[config.mk]
export PLATFORM = sky130hd
export DESIGN_NAME = led_matrix_scanner
export DESIGN_NICKNAME = d
export VERILOG_FILES = /design/src/rtl/matrix_pkg.sv /design/src/rtl/scan_timer.sv /design/src/rtl/led_matrix_scanner.sv
export SDC_FILE = /design/constraint.sdc
export NUM_CORES = 1
export LEC_CHECK = 0
export CELL_PAD_IN_SITES_DETAIL_PLACEMENT = 0
export CELL_PAD_IN_SITES_GLOBAL_PLACEMENT = 1
export CORE_UTILIZATION = 40
export DETAILED_ROUTE_END_ITERATION = 10
export PLACE_DENSITY = 0.75
export SYNTH_ARGS = -nofsm -noshare
export SYNTH_HDL_FRONTEND = slang
export SYNTH_SLANG_ARGS = --single-unit
[constraint.sdc]
create_clock -name clk -period 5.2 [get_ports clk]
set_input_delay 1.56 -clock clk [delete_from_list [all_inputs] [get_ports clk]]
set_output_delay 1.56 -clock clk [all_outputs]
set_load 0.01 [all_outputs]
[src/rtl/matrix_pkg.sv]
// Shared geometry and row-slice helper for the 12x16 LED dot matrix.
package matrix_pkg;

  localparam int MATRIX_ROWS = 12;
  localparam int MATRIX_COLS = 16;
  localparam int FRAME_W     = 192;
  localparam int ROW_IDX_W   = 4;

  // Row r (0 = top) lives in the MSB-first word frame[191-16r -: 16].
  function automatic logic [MATRIX_COLS-1:0] frame_row(
    input logic [FRAME_W-1:0]   frame,
    input logic [ROW_IDX_W-1:0] r
  );
    logic [FRAME_W-1:0] w_shifted;
    w_shifted = frame << (MATRIX_COLS * int'(r));
    return w_shifted[FRAME_W-1 -: MATRIX_COLS];
  endfunction

endpackage

[src/rtl/scan_timer.sv]
// Row-slot divider and row counter for the matrix scan, with blanking window.
module scan_timer
  import matrix_pkg::*;
#(
  parameter int CLK_DIV      = 4096,
  parameter int BLANK_CYCLES = 64
) (
  input  logic                 clk,
  input  logic                 rst_n,
  input  logic                 i_enable,
  output logic [ROW_IDX_W-1:0] o_row_idx,
  output logic                 o_slot_start,
  output logic                 o_frame_slot_start,
  output logic                 o_blank
);

  localparam int DIV_W = (CLK_DIV > 1) ? $clog2(CLK_DIV) : 1;
  localparam logic [DIV_W-1:0]     DIV_MAX  = DIV_W'(CLK_DIV - 1);
  localparam logic [DIV_W-1:0]     BLANK_V  = DIV_W'(BLANK_CYCLES);
  localparam logic [ROW_IDX_W-1:0] ROW_LAST = ROW_IDX_W'(MATRIX_ROWS - 1);

  logic [DIV_W-1:0]     r_div_cnt;
  logic [ROW_IDX_W-1:0] r_row_idx;

  // Advance the slot divider and the row counter only while scanning is enabled.
  always_ff @(posedge clk or negedge rst_n) begin
    if (!rst_n) begin
      r_div_cnt <= '0;
      r_row_idx <= '0;
    end else if (i_enable) begin
      if (r_div_cnt == DIV_MAX) begin
        r_div_cnt <= '0;
        r_row_idx <= (r_row_idx == ROW_LAST) ? '0 : r_row_idx + ROW_IDX_W'(1);
      end else begin
        r_div_cnt <= r_div_cnt + DIV_W'(1);
      end
    end
  end

  // slot_start marks an enabled edge at a slot boundary; frame_slot_start marks
  // the scan position being the very first cycle of a frame.
  always_comb begin
    o_row_idx          = r_row_idx;
    o_slot_start       = i_enable && (r_div_cnt == '0);
    o_frame_slot_start = (r_div_cnt == '0) && (r_row_idx == '0);
    o_blank            = (r_div_cnt < BLANK_V) || !i_enable;
  end

endmodule

[src/rtl/led_matrix_scanner.sv]
// Tear-free time-multiplexed row driver: snapshots the composed frame once per
// refresh frame and scans it out one row per slot with a dark gap per slot.
module led_matrix_scanner
  import matrix_pkg::*;
#(
  parameter int CLK_DIV        = 4096,
  parameter int BLANK_CYCLES   = 64,
  parameter bit ROW_ACTIVE_LOW = 1'b1
) (
  input  logic                   clk,
  input  logic                   rst_n,
  input  logic                   enable,
  input  logic [FRAME_W-1:0]     frame,
  output logic [MATRIX_ROWS-1:0] row_sel,
  output logic [MATRIX_COLS-1:0] col_data,
  output logic [ROW_IDX_W-1:0]   row_idx,
  output logic                   frame_start
);

  logic [ROW_IDX_W-1:0] w_row_idx;
  logic                 w_slot_start;
  logic                 w_frame_slot_start;
  logic                 w_blank;
  logic                 w_snap;

  logic [FRAME_W-1:0]   r_shadow;
  logic                 r_frame_start;

  scan_timer #(
    .CLK_DIV      (CLK_DIV),
    .BLANK_CYCLES (BLANK_CYCLES)
  ) u_scan_timer (
    .clk                (clk),
    .rst_n              (rst_n),
    .i_enable           (enable),
    .o_row_idx          (w_row_idx),
    .o_slot_start       (w_slot_start),
    .o_frame_slot_start (w_frame_slot_start),
    .o_blank            (w_blank)
  );

  // The only edge that ever samples frame: enabled, at the start of row 0.
  assign w_snap = w_slot_start && w_frame_slot_start;

  // Shadow buffer load and the one-cycle frame_start pulse that reports it.
  always_ff @(posedge clk or negedge rst_n) begin
    if (!rst_n) begin
      r_shadow      <= '0;
      r_frame_start <= 1'b0;
    end else begin
      r_frame_start <= w_snap;
      if (w_snap) begin
        r_shadow <= frame;
      end
    end
  end

  // Pin decode purely from register state so rows and columns switch together.
  always_comb begin
    logic [MATRIX_ROWS-1:0] w_onehot;
    w_onehot    = MATRIX_ROWS'(1) << w_row_idx;
    row_sel     = ROW_ACTIVE_LOW ? '1 : '0;
    col_data    = '0;
    if (!w_blank) begin
      row_sel  = ROW_ACTIVE_LOW ? ~w_onehot : w_onehot;
      col_data = frame_row(r_shadow, w_row_idx);
    end
    row_idx     = w_row_idx;
    frame_start = r_frame_start;
  end

endmodule

Fig. 1: metal layers overlaid
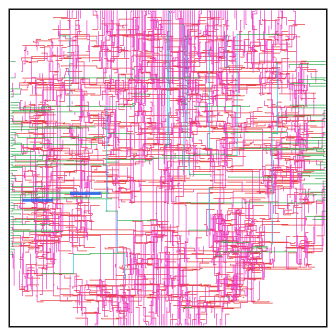
- met1: red (wire length 10,200 µm)
- met5: blue (wire length 27.6 µm)
- met3: green (wire length 1,770 µm)
- met4: cyan (wire length 624 µm)
- met2: magenta (wire length 13,000 µm)

Fig. 2: ports around the boundary
Pins as bars across the die edge, other pins in gray.
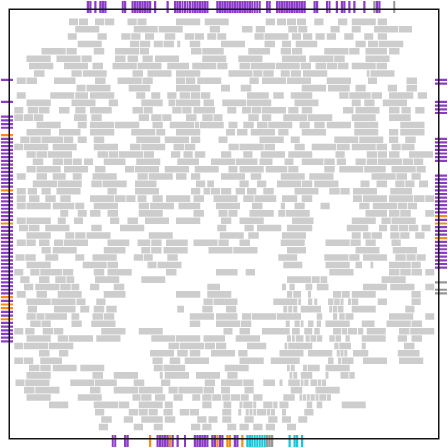
- row_sel: cyan (pins 12; direction output; edge south)
- col_data: orange (pins 16; direction output; edge 7 west, 6 south, 3 east)
- frame: purple (pins 192; direction input; edge 76 north, 56 west, 36 east, 24 south)

Fig. 3: placement by cell class
Fill, decap, tap and diode cells in gray.
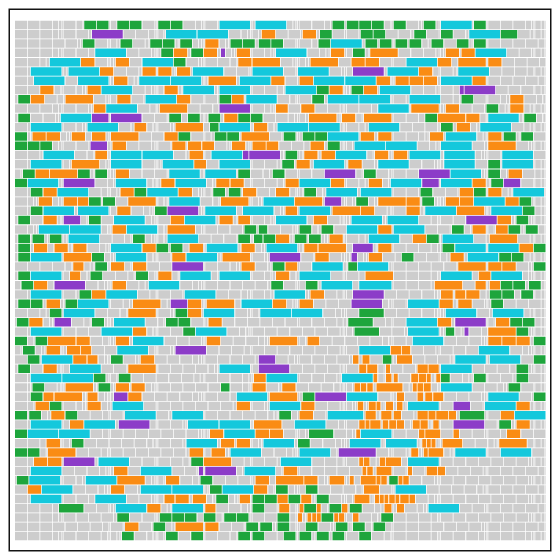
- clock drivers and dummy loads: purple (cells 43; share of their area 6.5%)
- flops: cyan (cells 209; share of their area 41%)
- other buffers and delay cells: green (cells 242; share of their area 19%)
- all other logic: orange (cells 370; share of their area 33%)

==> results.txt <==
The implementation run finished. The flow ran to the end, and the final reports show no timing, DRC or antenna violations. The tree is rooted in a clkbuf_16. Across the routed clock network, the largest skew measured is ~22 ps. The initial antenna violation count is 7.

The worst setup path is launched from an input pin. Max-slew violation count landed at 0. The DRC violation total left in the routed layout is recorded as 0.

Via count of the first global-routing pass landed at 6,857. Maximum frequency from static timing analysis landed at between 0.15 and 0.2 GHz. The worst hold path belongs to the class register to register. The synthesized design contains 209 register bits.

The floorplan has ~56 rows. CTS saw 209 sinks. At the end of the flow the core is filled with cells to 0.553. Proportion of layout cells with a drive suffix above 1 landed at 0.140. Horizontal die dimension landed at ~160 µm. Per the post-place timing report, worst setup slack is approximately 68 ps. CTS buffer count landed at 24.

Violation count after the first detailed-route iteration landed at ~290. Count of nets after finishing landed at about 1,100. around 230 I/O pins were placed. The detailed router placed 6,166 vias in this run. The script extracted a total leakage power of about 6.2 nW. Number of nets still failing antenna checks after routing landed at 0. Signal nets in the final route climb as high as met5.

For reference, the final report shows the hold violation count at 0. Global placer's final weighted congestion landed at about 0.83. Insertion delay of the later-clocked pin in the worst-skew pair landed at between 500 and 600 ps. Count of flip-flops with a built-in enable after synthesis landed at 0. Pin count of the biggest net entering global routing landed at approximately 120.

VDD sags by at most 0.000180 V. Final global-route overflow total landed at 0. OpenSTA lists the critical path startpoint as enable.

For this configuration, the core starts out at a cell density of 0.411. Counting the fill cells in the layout gives ~2,000. Final cell count without fillers landed at 1,188. The timing report shows the most common cell along the critical path to be clkdlybuf4s50_1.

Number of setup buffers added after CTS landed at 0. After legalization and detailed placement, the total HPWL measured between 15,000 and 20,000 µm. Once routing completed, OpenROAD measured the worst setup slack at about 170 ps.

Traced cell by cell, the critical path runs through clkdlybuf4s50_1 > inv_1 > a211oi_2 > and2_2 > buf_12 > o2bb2ai_1 > clkdlybuf4s50_1. Each instance of the synthesized netlist takes up on average between 15 and 20 µm². Post-synth the commonest register cell is dfrtp_1. TritonCTS built the clock tree.

By area the synthesized netlist is led by dfrtp_1, mux2_1, mux4_2. Depth of the most critical reg-to-reg path landed at 7. STA shows the worst min-delay path finishing at r_shadow[91]$_DFFE_PN0P_.

The startpoint identified for the worst hold timing path is r_shadow[91]$_DFFE_PN0P_. By count the netlist is led by dfrtp_1, mux2_1, mux4_2. Post-route fraction of the period consumed by the critical path landed at 0.967.

In this run, placement finished with an instance count of between 1,000 and 1,500. Along the worst hold path, the cell count comes to 1. After synthesis the cells add up to a little under 10,000 µm². Along the worst path, the maximum fanout reaches 16.

For this block, the routed nets add up to about 26,000 µm of wire. Stage delay of the slowest cell on the critical path landed at 600 ps. Required time of the critical path landed at between 3000 and 4000 ps.

Power spread over the standard cell area amounts to between 200 and 300 nW/µm². The first detailed-routing pass ran for 5 iterations. Global-route wire length before repair landed at ~39,000 µm. Register clock-pin slew on the reported worst setup and hold paths landed at 50 ps. Synthesized instance count landed at slightly above 600. Sorting the synthesis cell report by count puts at the top dfrtp_1. Multi-input logic area landed at just over 4000 µm². Average detailed-routed wire length per instance landed at 21.5 µm.

Reg-to-reg setup timing slack landed at 2130 ps. Data arrival time at the worst-slack endpoint landed at between 3000 and 4000 ps. Number of buffers inserted by port buffering landed at 227. The core region is 23,700 µm².

Looking at area per cell type in the netlist, the leader is dfrtp_1. Looking at the reg2reg group, the worst path starts from u_scan_timer.o_row_idx[0]$_DFFE_PN0P_. Worst max-slew margin expressed relative to the limit landed at 0.318. Setup total negative slack on the finished layout was measured at 0 ps. The top cell types in the final layout, fill and taps aside, are clkdlybuf4s50_1, dfrtp_1, mux2_1. The die is 158 µm tall. The layout report lists the combined flip-flop and latch area as 5240 µm².

Synthesis-to-layout area growth landed at 34.4%. Number of violations of the max-capacitance limit landed at 0. The most critical setup path has its endpoint at col_data[8]. Final hold slack landed at ~480 ps. Per the detail_route log, met3 wirelength is around 1800 µm. Combined global-route utilization of all metal layers landed at 0.212. The most common logic cell in the final layout is clkdlybuf4s50_1. Number of distinct library cells after synthesis landed at 33. Yosys stat cell total landed at ~620. Counting the warning lines in the Yosys log gives 0. Chip area from the yosys synthesis statistics landed at about 9700 µm². STA lists the endpoint of the worst register-to-register path as r_shadow[161]$_DFFE_PN0P_.

Detailed routing placed a total of ~13,000 µm of wire on met2. Maximum clock path buffer count landed at 3. Count of final setup violators landed at 0. Per-cell via count in the routed design landed at ~5.2. Actual slew at the worst max-slew pin landed at 1010 ps. For reference, the most critical setup path is categorized as input pin to output port.

Looking at the critical path, the single cell with the biggest stage delay is clkdlybuf4s50_1. The worst path needs a little over 5000 ps of the cycle, external delays included. Setup repair after global routing left no endpoint under its margin. Warnings raised by the tools during the run amount to 35. Area of the chip landed at around 25,000 µm².

When the netlist entered floorplanning its net count stood at between 800 and 900. The worst setup path is captured at an output port. Routed metal-1 wire length landed at 10,200 µm.

Of the synthesized area, sequential elements account for 0.537. The synthesis report gives the async set-or-reset register share as 1.00. H-tree level count landed at 1.
==> registers in the layout (all words and copies together) (netlist names) <==
| name | flops |
|---|---|
| r_shadow | 192 |
| u_scan_timer.r_div_cnt | 12 |
| u_scan_timer.o_row_idx | 4 |
| frame_start | 1 |
==> repair_timing <==
action	in CTS	in global routing
resized	0	2
setup endpoints to repair	0	13
hold buffers	0	0
==> critical path: cells and delay by family <==
kind | cells | cell delay [ps]
simple gates | 1 | 230
buf+inv | 4 | 1340
compound gates | 2 | 330
==> power by group <==
part	internal (mW)	total [mW]	switching [mW]
Clock	1.04	1.71	0.665
Sequential	1.65	1.69	0.0379
Combinational	0.173	0.283	0.111
Total	2.86	3.68	0.814
==> logic make-up (layout without fill, tap and decap cells) <==
kind of cell / Yosys count / after routing / share of synthesized area
mux: 257 / 257 / 0.350
flops: 209 / 209 / 0.537
simple gates: 60 / 60 / 0.0343
buf+inv: 48 / 292 / 0.0390
compound gates: 32 / 32 / 0.0238
fa+ha+maj: 8 / 8 / 0.0103
xor+xnor: 6 / 6 / 0.00539
other cells: 0 / 5 / 0
==> through the flow <==
step / total power [mW] / area (µm²)
6_report: 3.68 / 13100
2_1_floorplan: 1.78 / 9740
4_1_cts: 3.73 / 13100
3_5_place_dp: 2.00 / 12300
5_1_grt: 3.82 / 13100
3_3_place_gp: 1.99 / 12300
==> cell type report <==
cell class,instances,area share
clock inverters,5,0.00516
well taps,319,0.0305
flip-flops and latches,209,0.400
inverters,7,0.00201
clock buffers,38,0.0575
diodes,5,0.000955
repair buffers,242,0.188
multi-input cells,363,0.316
==> metal layers <==
metal  GRT usage  vias up
met5           0        -
met4      0.0609        4
met3      0.0509       44
met2       0.359      176
met1       0.270     3174
li1            -     2768
Power is estimated from default activity; no workload was simulated.
